--- config.mk ---
export PLATFORM = sky130hd
export DESIGN_NAME = fetch_sequencer
export DESIGN_NICKNAME = d
export VERILOG_FILES = /design/src/rtl/fetch_sequencer.sv
export SDC_FILE = /design/constraint.sdc
export NUM_CORES = 1
export LEC_CHECK = 0
export CAP_MARGIN = 20
export CORE_MARGIN = 3
export CORE_UTILIZATION = 43
export CTS_CLUSTER_SIZE = 20
export DETAILED_ROUTE_END_ITERATION = 7
export PLACE_DENSITY = 0.68
export SLEW_MARGIN = 20
export SYNTH_ARGS = -nofsm -noshare
export SYNTH_HDL_FRONTEND = slang
export SYNTH_SLANG_ARGS = --single-unit
export TNS_END_PERCENT = 30
--- constraint.sdc ---
create_clock -name clk -period 2.2 [get_ports clk]
set_clock_uncertainty 0.1 [all_clocks]
set_input_delay 0.55 -clock clk [delete_from_list [all_inputs] [get_ports clk]]
set_output_delay 0.55 -clock clk [all_outputs]
set_load 0.02 [all_outputs]
--- src/rtl/fetch_sequencer.sv ---
// Program counter and fetch controller: selects an entry point, then steps the PC through
// the instruction ROM with stall, relative/absolute branch, halt and overrun detection.
module fetch_sequencer #(
  parameter int                ADDR_W      = 10,
  parameter int                CNT_W       = 16,
  parameter logic [ADDR_W-1:0] PROG_BASE_0 = 10'd0,
  parameter logic [ADDR_W-1:0] PROG_BASE_1 = 10'd256,
  parameter logic [ADDR_W-1:0] PROG_BASE_2 = 10'd512,
  parameter logic [ADDR_W-1:0] PROG_BASE_3 = 10'd768
) (
  input  logic              clk,
  input  logic              rst_n,
  input  logic              start,
  input  logic [1:0]        prog_sel,
  input  logic              stall,
  input  logic              branch_en,
  input  logic              branch_abs,
  input  logic [ADDR_W-1:0] branch_target,
  input  logic              halt,
  output logic [ADDR_W-1:0] inst_address,
  output logic              fetch_valid,
  output logic              ack,
  output logic              fault,
  output logic [CNT_W-1:0]  cycle_count
);

  typedef enum logic [1:0] {
    IDLE = 2'd0,
    RUN  = 2'd1,
    DONE = 2'd2
  } state_t;

  localparam logic [ADDR_W-1:0] PC_MAX  = {ADDR_W{1'b1}};
  localparam logic [ADDR_W-1:0] PC_ONE  = {{(ADDR_W-1){1'b0}}, 1'b1};
  localparam logic [CNT_W-1:0]  CNT_MAX = {CNT_W{1'b1}};
  localparam logic [CNT_W-1:0]  CNT_ONE = {{(CNT_W-1){1'b0}}, 1'b1};

  state_t            state_r;
  state_t            state_next_s;
  logic [ADDR_W-1:0] pc_r;
  logic [ADDR_W-1:0] pc_next_s;
  logic              ack_r;
  logic              fault_r;
  logic              overrun_s;
  logic [CNT_W-1:0]  cycle_count_r;
  logic              fetch_valid_s;

  function automatic logic [ADDR_W-1:0] entry_base(input logic [1:0] sel);
    case (sel)
      2'd0:    entry_base = PROG_BASE_0;
      2'd1:    entry_base = PROG_BASE_1;
      2'd2:    entry_base = PROG_BASE_2;
      2'd3:    entry_base = PROG_BASE_3;
      default: entry_base = PROG_BASE_0;
    endcase
  endfunction

  // An ordinary increment from the top of the ROM ends the run instead of wrapping.
  assign overrun_s = ~stall & ~halt & ~branch_en & (pc_r == PC_MAX);

  // State register; ack is registered from the next state so it tracks DONE exactly.
  always_ff @(posedge clk or negedge rst_n) begin
    if (!rst_n) begin
      state_r <= IDLE;
      ack_r   <= 1'b0;
    end else begin
      state_r <= state_next_s;
      ack_r   <= (state_next_s == DONE);
    end
  end

  // Next-state logic.
  always_comb begin
    state_next_s = state_r;
    case (state_r)
      IDLE: begin
        if (start) state_next_s = RUN;
        else       state_next_s = IDLE;
      end
      RUN: begin
        if (stall)          state_next_s = RUN;
        else if (halt)      state_next_s = DONE;
        else if (overrun_s) state_next_s = DONE;
        else                state_next_s = RUN;
      end
      DONE: begin
        if (!start) state_next_s = IDLE;
        else        state_next_s = DONE;
      end
      default: state_next_s = IDLE;
    endcase
  end

  // Outputs decoded from state.
  always_comb begin
    fetch_valid_s = 1'b0;
    if (state_r == RUN) fetch_valid_s = ~stall;
    else                fetch_valid_s = 1'b0;
  end

  // PC update priority while running: stall, halt, branch, increment.
  always_comb begin
    pc_next_s = pc_r;
    if (stall || halt || overrun_s) pc_next_s = pc_r;
    else if (branch_en) begin
      if (branch_abs) pc_next_s = branch_target;
      else            pc_next_s = pc_r + branch_target;
    end else          pc_next_s = pc_r + PC_ONE;
  end

  // PC, fault flag and saturating cycle counter.
  always_ff @(posedge clk or negedge rst_n) begin
    if (!rst_n) begin
      pc_r          <= {ADDR_W{1'b0}};
      fault_r       <= 1'b0;
      cycle_count_r <= {CNT_W{1'b0}};
    end else begin
      case (state_r)
        IDLE: begin
          if (start) begin
            pc_r          <= entry_base(prog_sel);
            fault_r       <= 1'b0;
            cycle_count_r <= {CNT_W{1'b0}};
          end
        end
        RUN: begin
          pc_r <= pc_next_s;
          if (overrun_s) fault_r <= 1'b1;
          if (cycle_count_r != CNT_MAX) cycle_count_r <= cycle_count_r + CNT_ONE;
        end
        DONE: begin
          pc_r <= pc_r;
        end
        default: begin
          pc_r <= pc_r;
        end
      endcase
    end
  end

  assign inst_address = pc_r;
  assign fetch_valid  = fetch_valid_s;
  assign ack          = ack_r;
  assign fault        = fault_r;
  assign cycle_count  = cycle_count_r;

endmodule

### Pin placement, run 1

(6 px per um) Pins as bars across the die edge, other pins in grey.
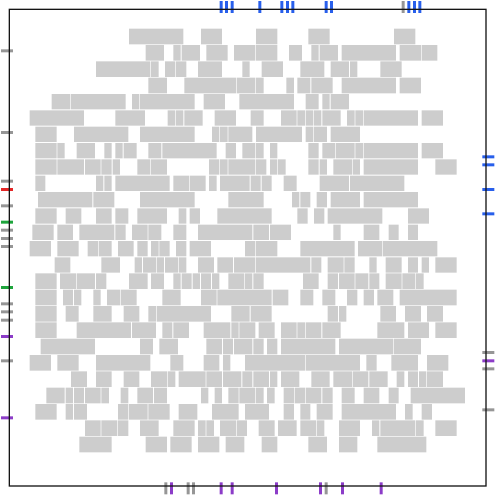
legend:
  stall:
    colour: red
    pins: 1
    direction: input
    edge: left
  cycle_count:
    colour: blue
    pins: 16
    direction: output
    edge: 12 top, 4 right
  branch_target:
    colour: purple
    pins: 10
    direction: input
    edge: 7 bottom, 2 left, 1 right
  prog_sel:
    colour: green
    pins: 2
    direction: input
    edge: left

### Close-up of the layout, run 1

Region (27, 11) to (52, 36) um. Cells in grey, sequential cells in the stronger grey; small squares are vias.
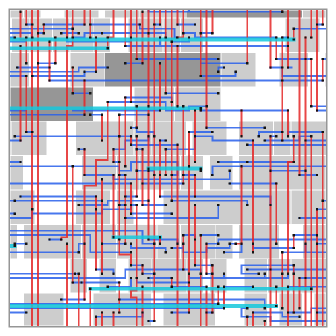
legend:
  M2:
    colour: red
  M1:
    colour: blue
  M3:
    colour: cyan
cells with their middle in the window: 56
most frequent: buf_4 (12), nand2_1 (6), nor2_1 (5)
netlist names of flops here include: inst_address (2)
sequential cells in the window: 2

==> deck_impl_summary.md, run 1 <==
Key Metrics from the Run

Layout
  • Commonest Layout Cell: buf_4
  • Non-Filler Instances: around 430
  • Most common logic cells in the final layout: buf_4, clkdlybuf4s50_1, nand2_1, dfrtp_1, nor2_1
  • Antenna Cells: 0
  • Nets: between 300 and 400
  • Max reg flops: 16

Worst setup path
  • Crit-path most repeated cell: a21oi_2
  • WP buf/inv: 4
  • Critical-path maximum fanout: 2
  • Slowest cell on the critical path: fa_2
  • Worst path max stage delay: roughly 0.34 ns
  • Critical path type: in -> reg
  • Worst Path Arrival: 2.30 ns
  • Crit path max-delay family: AND-OR/OR-AND gates

Routing
  • Met3 Routed Length: between 300 and 400 um
  • WL final: 6.435 mm
  • Met1 wire length: around 3.0 mm
  • Drt pass-1 iters: 4
  • DR vias/cell: ~5.4
  • WL met2: ~3 mm
  • WL/cell: 14.83 um
  • Antenna-violating nets left: 0
  • Starting DRT DRC Count: ~130
  • Top sig layer: met4

Final timing
  • Endpoints failing setup: 0
  • Slew HR: 0.7084
  • FMAX: 456.6 MHz
  • RSZ-0062 raised after global routing: true
  • Setup ws final: between 0.01 and 0.015 ns
  • Final min period: 2.190 ns

Yosys
  • Seq share, synth: 0.3257
  • Post-Synthesis Cells: ~270
  • Most used standard cell by instance count after synthesis: nand2_1
  • Chip area line of the yosys report: ~2300 um^2
  • #FFs+latches synth: 30
  • Mean Syn Cell Area: 8.473 um^2
  • Area share, top type: 0.3257
  • Dominant register cell: dfrtp_1
  • Distinct lib cells: around 56
  • Syn_nets: between 300 and 400
  • Cell type with the largest total area: dfrtp_1
  • Post-synth EDFFs: 0
  • FFs w/ async S/R, synth: 1.000
  • Post-Syn Area: between 2000 and 2500 um^2

Power
  • Clock power share: 0.138
  • Seq. pwr: around 0.82 mW
  • Pwr Total: 3.287 mW
  • Leakage: 1.413 nW
  • Sequential power share: 0.250
  • NetSw: 1.373 mW
  • Top power group: combinational cells
  • Sw Ratio: 0.4176
  • Peak supply drop: approximately 0.62 mV
  • Comb pwr share: 0.612

Global route
  • Initial antenna violation count: 0
  • First-pass GRT wire length: approximately 11 mm
  • Global-route met3 utilization: 0.03515
  • M2 GR Usage: 0.3468
  • Largest net degree at the start of global routing: 31
  • Vias in the first global route: 2238
  • Gr ovfl total: 0

Die
  • Fp util: 0.4484
  • Overall die height: 79.21 um
  • Core Region: 5140 um^2
  • Horiz. Die Dim: 79.21 um
  • Io pins: ~48
  • Chip area: 6274 um^2

Placed design
  • Placed inst area: roughly 3200 um^2
  • # port buffers: ~47
  • Placed Cells: about 420
  • RD Place Congestion: between 0.8 and 0.9

Outcome
  • Status: finished, final reports clean

CTS
  • CTS tree: yes
  • Max clock buf depth: 2
  • TritonCTS buffer count: 5
  • Skew-Pair Late Insertion Delay: between 0.2 and 0.3 ns
  • Hold bufs inserted after CTS: 0

Job
  • OpenROAD warnings: 29
  • Max-cap viol count: 0
### Sequential cells grouped by signal name, run 1

(3 px per um)
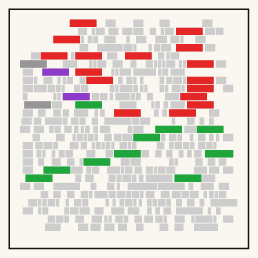
legend:
  state_r:
    colour: purple
    placed_flops: 2
  cycle_count:
    colour: red
    placed_flops: 16
  inst_address:
    colour: green
    placed_flops: 10

## run 1: worst paths after layout
check / from / to / depth (start not counted) / slack [ns]
min in group asynchronous: rst_n / cycle_count[13]$_DFFE_PN0P_ / 2 / 0.57
max in group asynchronous: rst_n / inst_address[0]$_DFFE_PN0P_ / 2 / 1.13
worst min register to register: fault$_DFFE_PN0P_ / fault$_DFFE_PN0P_ / 1 / 0.42
worst max-delay path: branch_target[0] / inst_address[8]$_DFFE_PN0P_ / 12 / 0.01
worst min-delay path: fault$_DFFE_PN0P_ / fault$_DFFE_PN0P_ / 1 / 0.42
worst max register to register: inst_address[0]$_DFFE_PN0P_ / inst_address[8]$_DFFE_PN0P_ / 11 / 0.02
## run 1: cells by family after synthesis
group / synth area share
XOR/XNOR: 0.06080
multiplexers: 0.01303
AND-OR/OR-AND: 0.2107
flip-flops: 0.3257
buffers and inverters: 0.04506
AND/OR/NAND/NOR: 0.2763
adder cells (fa/ha/maj): 0.06840
## run 1: area by class of cell
class / instances / share of cell area
Clock buffer: 7 / 0.02564
Sequential cell: 30 / 0.2233
Clock inverter: 1 / 0.001486
Multi-Input combinational cell: 222 / 0.4742
Inverter: 11 / 0.01226
Tap cell: 70 / 0.02601
Timing Repair Buffer: 93 / 0.2371
## run 1: per-stage QoR
step / setup TNS (ns) / util
2_1_floorplan: -0.06775 / -
3_3_place_gp: -4.400 / 0.6139
3_5_place_dp: -4.727 / 0.6139
4_1_cts: -0.01564 / 0.6478
5_1_grt: -0.2532 / 0.6551
6_report: 0 / 0.6551
## run 1: timing repair
action / CTS / global route
endpoints found under the setup margin: 9 / 6
endpoints found under the hold margin: 0 / 0
buffers inserted: 2 / 1
pin swaps: 8 / 1
gates resized: 26 / 10
==> run 2: changes to the inputs <==
--- a/config.mk
+++ b/config.mk
@@ -11,7 +11,6 @@
 export CTS_CLUSTER_SIZE = 20
 export DETAILED_ROUTE_END_ITERATION = 7
 export PLACE_DENSITY = 0.68
-export SLEW_MARGIN = 20
 export SYNTH_ARGS = -nofsm -noshare
 export SYNTH_HDL_FRONTEND = slang
 export SYNTH_SLANG_ARGS = --single-unit
### Logic cells by family, run 2

(3 px per um)
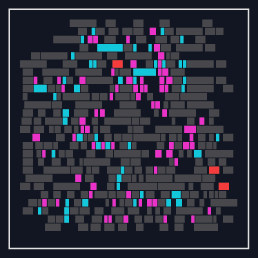
legend:
  nor cells:
    colour: cyan
    cells: 46
    most_used: nor2_1
  nand cells:
    colour: magenta
    cells: 67
    most_used: nand2_1
  mux cells:
    colour: red
    cells: 3
    most_used: mux2i_1

==> deck_impl_summary.md, run 2 <==
Key Metrics from the Run

Power
  • Pwr Total: 3.287 mW
  • Leakage: 1.413 nW
  • Peak supply drop: 0.6195 mV

Routing
  • Antenna-violating nets left: 0
  • Top sig layer: met4
  • WL met2: 3.007 mm
  • Starting DRT DRC Count: 133
  • WL final: between 6 and 7 mm
  • Drt pass-1 iters: 4
  • Met3 Routed Length: ~360 um

Global route
  • Vias in the first global route: about 2200
  • Largest net degree at the start of global routing: 31
  • Initial antenna violation count: 0
  • Gr ovfl total: 0

Yosys
  • Cell type with the largest total area: dfrtp_1
  • FFs w/ async S/R, synth: 1.000
  • Dominant register cell: dfrtp_1
  • Area share, top type: 0.3257
  • Seq share, synth: 0.3257
  • Post-Syn Area: 2305 um^2
  • Post-synth EDFFs: 0
  • #FFs+latches synth: 30
  • Post-Synthesis Cells: ~270

Die
  • Io pins: roughly 48
  • Horiz. Die Dim: a little under 80 um
  • Core Region: between 5000 and 6000 um^2
  • Overall die height: ~79 um
  • Fp util: 0.4484
  • Chip area: 6274 um^2

Layout
  • Antenna Cells: 0
  • Most common logic cells in the final layout: buf_4, clkdlybuf4s50_1, nand2_1, dfrtp_1, nor2_1
  • Nets: 394
  • Commonest Layout Cell: buf_4

Outcome
  • Status: finished, final reports clean

CTS
  • Max clock buf depth: 2
  • CTS tree: yes

Placed design
  • Placed Cells: 423
  • Placed inst area: 3156 um^2

Worst setup path
  • Worst Path Arrival: 2.30 ns
  • Worst path max stage delay: roughly 0.34 ns
  • WP buf/inv: 4

Final timing
  • RSZ-0062 raised after global routing: true
  • FMAX: ~460 MHz
  • Setup ws final: slightly above 0.01 ns
## run 2: report_power, final
group | total, mW | switching, mW | internal, mW
logic | 2.01 | 1.02 | 0.989
clock network | 0.454 | 0.202 | 0.252
registers | 0.822 | 0.148 | 0.674
## run 2: what timing repair did
item                       4_1_cts  5_1_grt
setup endpoints to repair        9        6
buffers inserted                 2        1
pin swaps                        8        1
gates resized                   26       10
gates cloned                     0        0
## run 2: kinds of logic after synthesis
kind of cell             count (synthesis)  synth area share
adder cells (fa/ha/maj)                 12           0.06840
buffers and inverters                   20           0.04506
AND/OR/NAND/NOR                        122            0.2763
AND-OR/OR-AND                           69            0.2107
multiplexers                             3           0.01303
XOR/XNOR                                16           0.06080
flip-flops                              30            0.3257
## run 2: routing by layer
layer	up-vias	GRT usage
met1	1103	0.3082
met4	0	0.03093
met5	-	0
li1	1195	-
met2	65	0.3468
met3	2	0.03515
## run 2: cell type report
type,count,area [um^2],area share
multi-input cells,222,1597,0.4742
flip-flops and latches,30,752.0,0.2233
repair buffers,93,798.3,0.2371
clock buffers,7,86.33,0.02564
clock inverters,1,5.005,0.001486
well taps,70,87.58,0.02601
inverters,11,41.29,0.01226
## run 2: worst paths after layout
check,startpoint,endpoint,slack (ns),cells after the start
hold / removal,fault$_DFFE_PN0P_,fault$_DFFE_PN0P_,0.42,1
setup reg to reg,inst_address[0]$_DFFE_PN0P_,inst_address[8]$_DFFE_PN0P_,0.02,11
max in group asynchronous,rst_n,inst_address[0]$_DFFE_PN0P_,1.13,2
min in group asynchronous,rst_n,cycle_count[13]$_DFFE_PN0P_,0.57,2
setup / recovery,branch_target[0],inst_address[8]$_DFFE_PN0P_,0.01,12
hold reg to reg,fault$_DFFE_PN0P_,fault$_DFFE_PN0P_,0.42,1
No activity file was given, so power comes from the tool's default toggle rates.
